## src/rtl/ssd_pkg.sv

```systemverilog
// Shared types and defaults for the SSD winner-take-all stage.
// Build option: SSD_UNIQ_CHK_EN enables second-best tracking and the uniqueness test.
package ssd_pkg;

    localparam int SSD_W_DFLT    = 20;
    localparam int DISP_NUM_DFLT = 64;

    localparam logic [SSD_W_DFLT-1:0] SSD_MAX = {SSD_W_DFLT{1'b1}};

    typedef logic [SSD_W_DFLT-1:0] ssd_t;

endpackage

```

## src/rtl/ssd_cmp_upd.sv

```systemverilog
// Combinational running-minimum update; shared by the running registers and the final compare.
// Build option: SSD_UNIQ_CHK_EN adds the second-best input/output pair.
module ssd_cmp_upd
    import ssd_pkg::*;
#(
    parameter int W  = SSD_W_DFLT,
    parameter int IW = 6
) (
    input  logic [W-1:0]  cur_i,
    input  logic [IW-1:0] idx_i,
    input  logic [W-1:0]  min_i,
    input  logic [IW-1:0] min_idx_i,
`ifdef SSD_UNIQ_CHK_EN
    input  logic [W-1:0]  sec_i,
    output logic [W-1:0]  sec_o,
`endif
    input  logic          first_i,
    output logic [W-1:0]  min_o,
    output logic [IW-1:0] min_idx_o
);

    always_comb begin
        min_o     = min_i;
        min_idx_o = min_idx_i;
`ifdef SSD_UNIQ_CHK_EN
        sec_o     = sec_i;
`endif
        if (first_i) begin
            min_o     = cur_i;
            min_idx_o = '0;
`ifdef SSD_UNIQ_CHK_EN
            sec_o     = '1;
`endif
        end else if (cur_i < min_i) begin
            // strict compare: an equal SSD never displaces the lower index
            min_o     = cur_i;
            min_idx_o = idx_i;
`ifdef SSD_UNIQ_CHK_EN
            sec_o     = min_i;
        end else if (cur_i < sec_i) begin
            sec_o     = cur_i;
`endif
        end
    end

endmodule

```

## src/rtl/ssd_min_select.sv

```systemverilog
// Winner-take-all over DISP_NUM candidate SSDs per pixel; one-cycle result pulse per pixel.
// Build option: SSD_UNIQ_CHK_EN enables the uniqueness margin test on the winner.
module ssd_min_select
    import ssd_pkg::*;
#(
    parameter int              SSD_W    = SSD_W_DFLT,
    parameter int              DISP_NUM = DISP_NUM_DFLT,
    localparam int             DISP_W   = (DISP_NUM > 1) ? $clog2(DISP_NUM) : 1,
    parameter logic [SSD_W-1:0] UNIQ_THR = SSD_W'(256)
) (
    input  logic              clk,
    input  logic              rst_n,
    input  logic              sync_clr,
    input  logic [SSD_W-1:0]  ssd_i,
    input  logic              ssd_ivalid,
    output logic [DISP_W-1:0] disp_o,
    output logic [SSD_W-1:0]  min_ssd_o,
    output logic              disp_unique,
    output logic              disp_ovalid
);

    localparam logic [DISP_W-1:0] LAST_IDX = DISP_W'(DISP_NUM - 1);

    logic [DISP_W-1:0] cand_cnt_q, cand_cnt_d, cnt_eff;
    logic [SSD_W-1:0]  run_min_q, run_min_d;
    logic [DISP_W-1:0] run_idx_q, run_idx_d;
    logic [DISP_W-1:0] disp_q, disp_d;
    logic [SSD_W-1:0]  min_ssd_q, min_ssd_d;
    logic              uniq_q, uniq_d;
    logic              ovalid_q, ovalid_d;

    logic [SSD_W-1:0]  nxt_min;
    logic [DISP_W-1:0] nxt_idx;
    logic              first, last;

`ifdef SSD_UNIQ_CHK_EN
    logic [SSD_W-1:0]  run_2nd_q, run_2nd_d;
    logic [SSD_W-1:0]  nxt_2nd;
    logic [SSD_W-1:0]  margin;
`endif

    // sync_clr makes this cycle's sample candidate 0 regardless of the count
    assign cnt_eff = sync_clr ? '0 : cand_cnt_q;
    assign first   = (cnt_eff == '0);
    assign last    = (cnt_eff == LAST_IDX);

    ssd_cmp_upd #(
        .W  (SSD_W),
        .IW (DISP_W)
    ) u_cmp (
        .cur_i     (ssd_i),
        .idx_i     (cnt_eff),
        .min_i     (run_min_q),
        .min_idx_i (run_idx_q),
`ifdef SSD_UNIQ_CHK_EN
        .sec_i     (run_2nd_q),
        .sec_o     (nxt_2nd),
`endif
        .first_i   (first),
        .min_o     (nxt_min),
        .min_idx_o (nxt_idx)
    );

`ifdef SSD_UNIQ_CHK_EN
    assign margin = nxt_2nd - nxt_min;
`endif

    always_comb begin
        cand_cnt_d = cnt_eff;
        run_min_d  = run_min_q;
        run_idx_d  = run_idx_q;
        disp_d     = disp_q;
        min_ssd_d  = min_ssd_q;
        ovalid_d   = 1'b0;
`ifdef SSD_UNIQ_CHK_EN
        run_2nd_d  = run_2nd_q;
        uniq_d     = uniq_q;
`else
        uniq_d     = 1'b1;
`endif
        if (ssd_ivalid) begin
            run_min_d  = nxt_min;
            run_idx_d  = nxt_idx;
`ifdef SSD_UNIQ_CHK_EN
            run_2nd_d  = nxt_2nd;
`endif
            cand_cnt_d = last ? '0 : cnt_eff + 1'b1;
            if (last) begin
                disp_d    = nxt_idx;
                min_ssd_d = nxt_min;
                ovalid_d  = 1'b1;
`ifdef SSD_UNIQ_CHK_EN
                uniq_d    = (margin > UNIQ_THR);
`endif
            end
        end
    end

    always_ff @(posedge clk or negedge rst_n) begin
        if (!rst_n) begin
            cand_cnt_q <= '0;
            run_min_q  <= '0;
            run_idx_q  <= '0;
            disp_q     <= '0;
            min_ssd_q  <= '0;
            uniq_q     <= 1'b0;
            ovalid_q   <= 1'b0;
        end else begin
            cand_cnt_q <= cand_cnt_d;
            run_min_q  <= run_min_d;
            run_idx_q  <= run_idx_d;
            disp_q     <= disp_d;
            min_ssd_q  <= min_ssd_d;
            uniq_q     <= uniq_d;
            ovalid_q   <= ovalid_d;
        end
    end

`ifdef SSD_UNIQ_CHK_EN
    always_ff @(posedge clk or negedge rst_n) begin
        if (!rst_n) begin
            run_2nd_q <= '1;
        end else begin
            run_2nd_q <= run_2nd_d;
        end
    end
`endif

    assign disp_o      = disp_q;
    assign min_ssd_o   = min_ssd_q;
    assign disp_unique = uniq_q;
    assign disp_ovalid = ovalid_q;

endmodule

```

## config.mk

```make
export PLATFORM = sky130hd
export DESIGN_NAME = ssd_min_select
export DESIGN_NICKNAME = d
export VERILOG_FILES = /design/src/rtl/ssd_pkg.sv /design/src/rtl/ssd_cmp_upd.sv /design/src/rtl/ssd_min_select.sv
export SDC_FILE = /design/constraint.sdc
export NUM_CORES = 1
export LEC_CHECK = 0
export CORE_MARGIN = 1.5
export CORE_UTILIZATION = 30
export DETAILED_ROUTE_END_ITERATION = 16
export PLACE_DENSITY = 0.61
export SYNTH_ARGS = -nofsm -noshare
export SYNTH_HDL_FRONTEND = slang
export SYNTH_SLANG_ARGS = --single-unit
```

## constraint.sdc

```tcl
create_clock -name clk -period 2.16 [get_ports clk]
set_input_delay 0.432 -clock clk [delete_from_list [all_inputs] [get_ports clk]]
set_output_delay 0.432 -clock clk [all_outputs]
set_load 0.01 [all_outputs]
```

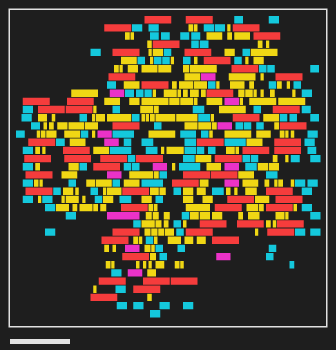
**Above:** placement by cell class.
Scale bar: 20 um.
[magenta] clock drivers and dummy loads | cells: 14
[cyan] remaining buffers and delay cells | cells: 122
[red] registers | cells: 60
[yellow] remaining logic cells | cells: 207
Rows: 37
fin area: 4800 sq um

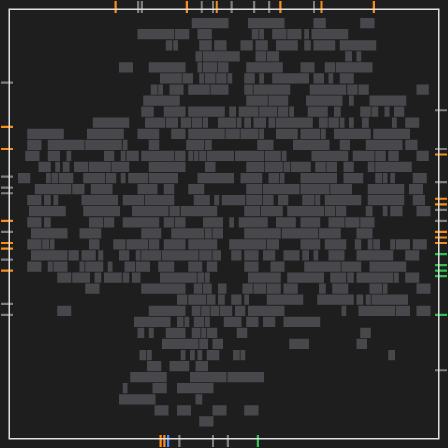
**Above:** pin placement.
Pins as bars across the die edge, other pins in grey.
[green] disp_o | pins: 6 | direction: output | edge: 5 right, 1 bottom
[blue] disp_unique | pins: 1 | direction: output | edge: bottom
[orange] min_ssd_o | pins: 20 | direction: output | edge: 6 right, 6 top, 6 left, 2 bottom
all pins by edge: 17 right, 14 left, 14 top, 7 bottom
Die X-Extent: 105 um
IO Port Bufs: 51
die span in y: 105 um

==> impl_metrics.json <==
{
  "ys_cells": 279,
  "setup_slack_ns": -0.192,
  "h-tree-depth": 3,
  "failed_checks": "negative setup slack",
  "fp.dieArea_sq_um": 11100,
  "crit_slowest_cell": "dfrtp_1",
  "synth.distinct_cells": 38,
  "use_met3": 0.0359,
  "crit_type": "flip-flop to flip-flop",
  "fin_cells": 539,
  "drc": 0,
  "via_per_inst": 4.43,
  "highest_layer": "met4",
  "edf_count": 0,
  "layout_top_cells": "dfrtp_1 (60), buf_4 (54), nand2_1 (36)",
  "cts.sinks": 60,
  "synth_seq_share": 0.479,
  "ir_drop_uv": 294,
  "status": "complete, but fails checks",
  "met2_length_um": 3380,
  "ys_sh_adder": 0.0838,
  "whs_ns": 0.0686,
  "crit_path_max_incr_delay_ns": 0.38,
  "nNetsFinal": 445,
  "rrSetupSlack_ns": -0.19,
  "finalHoldViolations": 0,
  "power-top-group": "registers",
  "netlist_logic_family_top": "multiplexers",
  "dp_hpwl_um": 5220,
  "finalPower_mw": 3.58,
  "grt_max_degree": 41,
  "ff_type": "dfrtp_1",
  "worst_ep_arrival_time_ns": 2.57,
  "met1_usage": 0.188,
  "fin_crit_ns": 2.35,
  "yosys-stat-area_sq_um": 3140,
  "cp.required_ns": 2.38,
  "async_flop_share": 1.00,
  "synthCells": 279,
  "pg_clk_mw": 1.08,
  "worst_pin_slew_ns": 0.530,
  "grt-ovfl-total": 0,
  "finalSetupViolations": 52
}
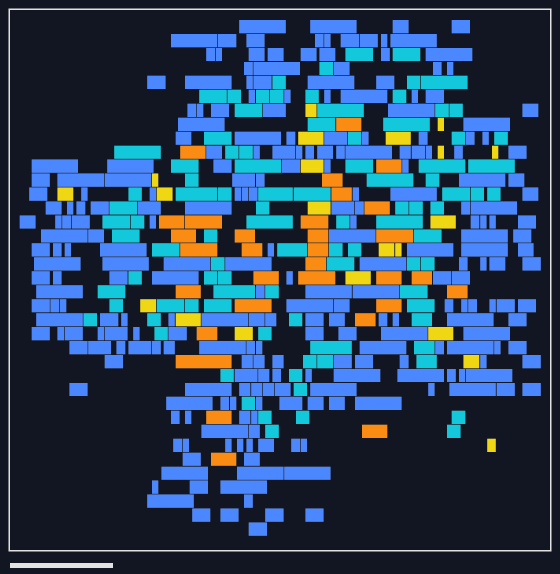
**Above:** cells by drive strength.
Scale bar: 20 um.
[blue] x1 and smaller | cells: 257 | share: 64%
[orange] x6 and larger | cells: 31 | share: 7.7%
[cyan] x3 and x4 | cells: 94 | share: 23%
[yellow] x2 | cells: 21 | share: 5.2%
layout buffer count excluding clock buffers: 122
Layout area overhead: 53.1%
setup ws final: -0.192 ns

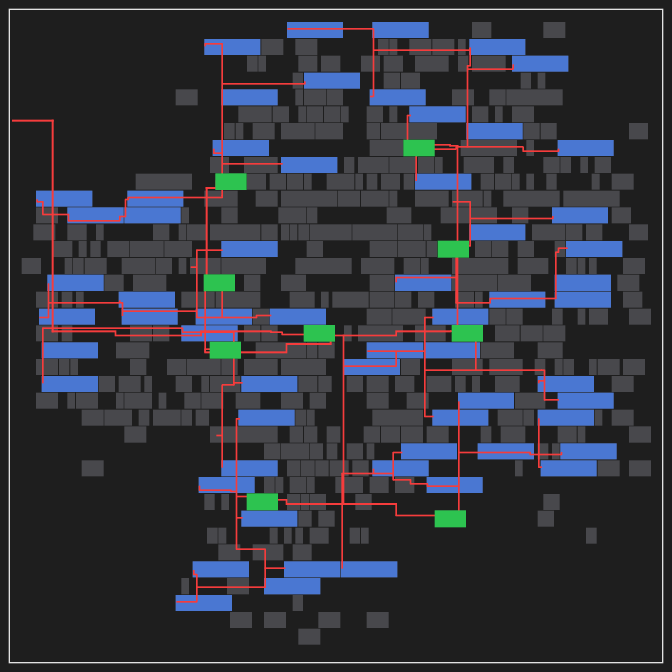
**Above:** clock distribution.
[green] clock-net drivers | count: 9
[red] clock wires | length: 893 um
[blue] flip-flops | count: 60
flops lie: all over the die
clk ins delay skew pair: 0.34 ns
Worst Skew: 0.00624 ns

[critical path: cells and delay by family, from the launching register on]
kind            cells  cell delay (ns)
simple gates        3             0.65
flops               1             0.38
fa+ha+maj           1             0.29
compound gates      2             0.29
mux                 1             0.30
buf+inv             3             0.32
[what timing repair did]
item                       in CTS  in global routing
gates resized                  66                 15
setup endpoints to repair      52                 52
pin swaps                      14                 11
cloned                          2                  0
buffers inserted                9                  3
[area by class of cell]
| cell class | count | area [sq um] |
|---|---|---|
| multi-input combinational | 184 | 1700 |
| clock buffer | 13 | 179 |
| fill | 953 | 5430 |
| clock inverter | 1 | 30.0 |
| timing repair buffer | 122 | 1130 |
| tap | 136 | 170 |
| inverter | 23 | 86.3 |
| sequential | 60 | 1500 |
Power figures rest on the tool's default switching activity, not on a simulated workload.
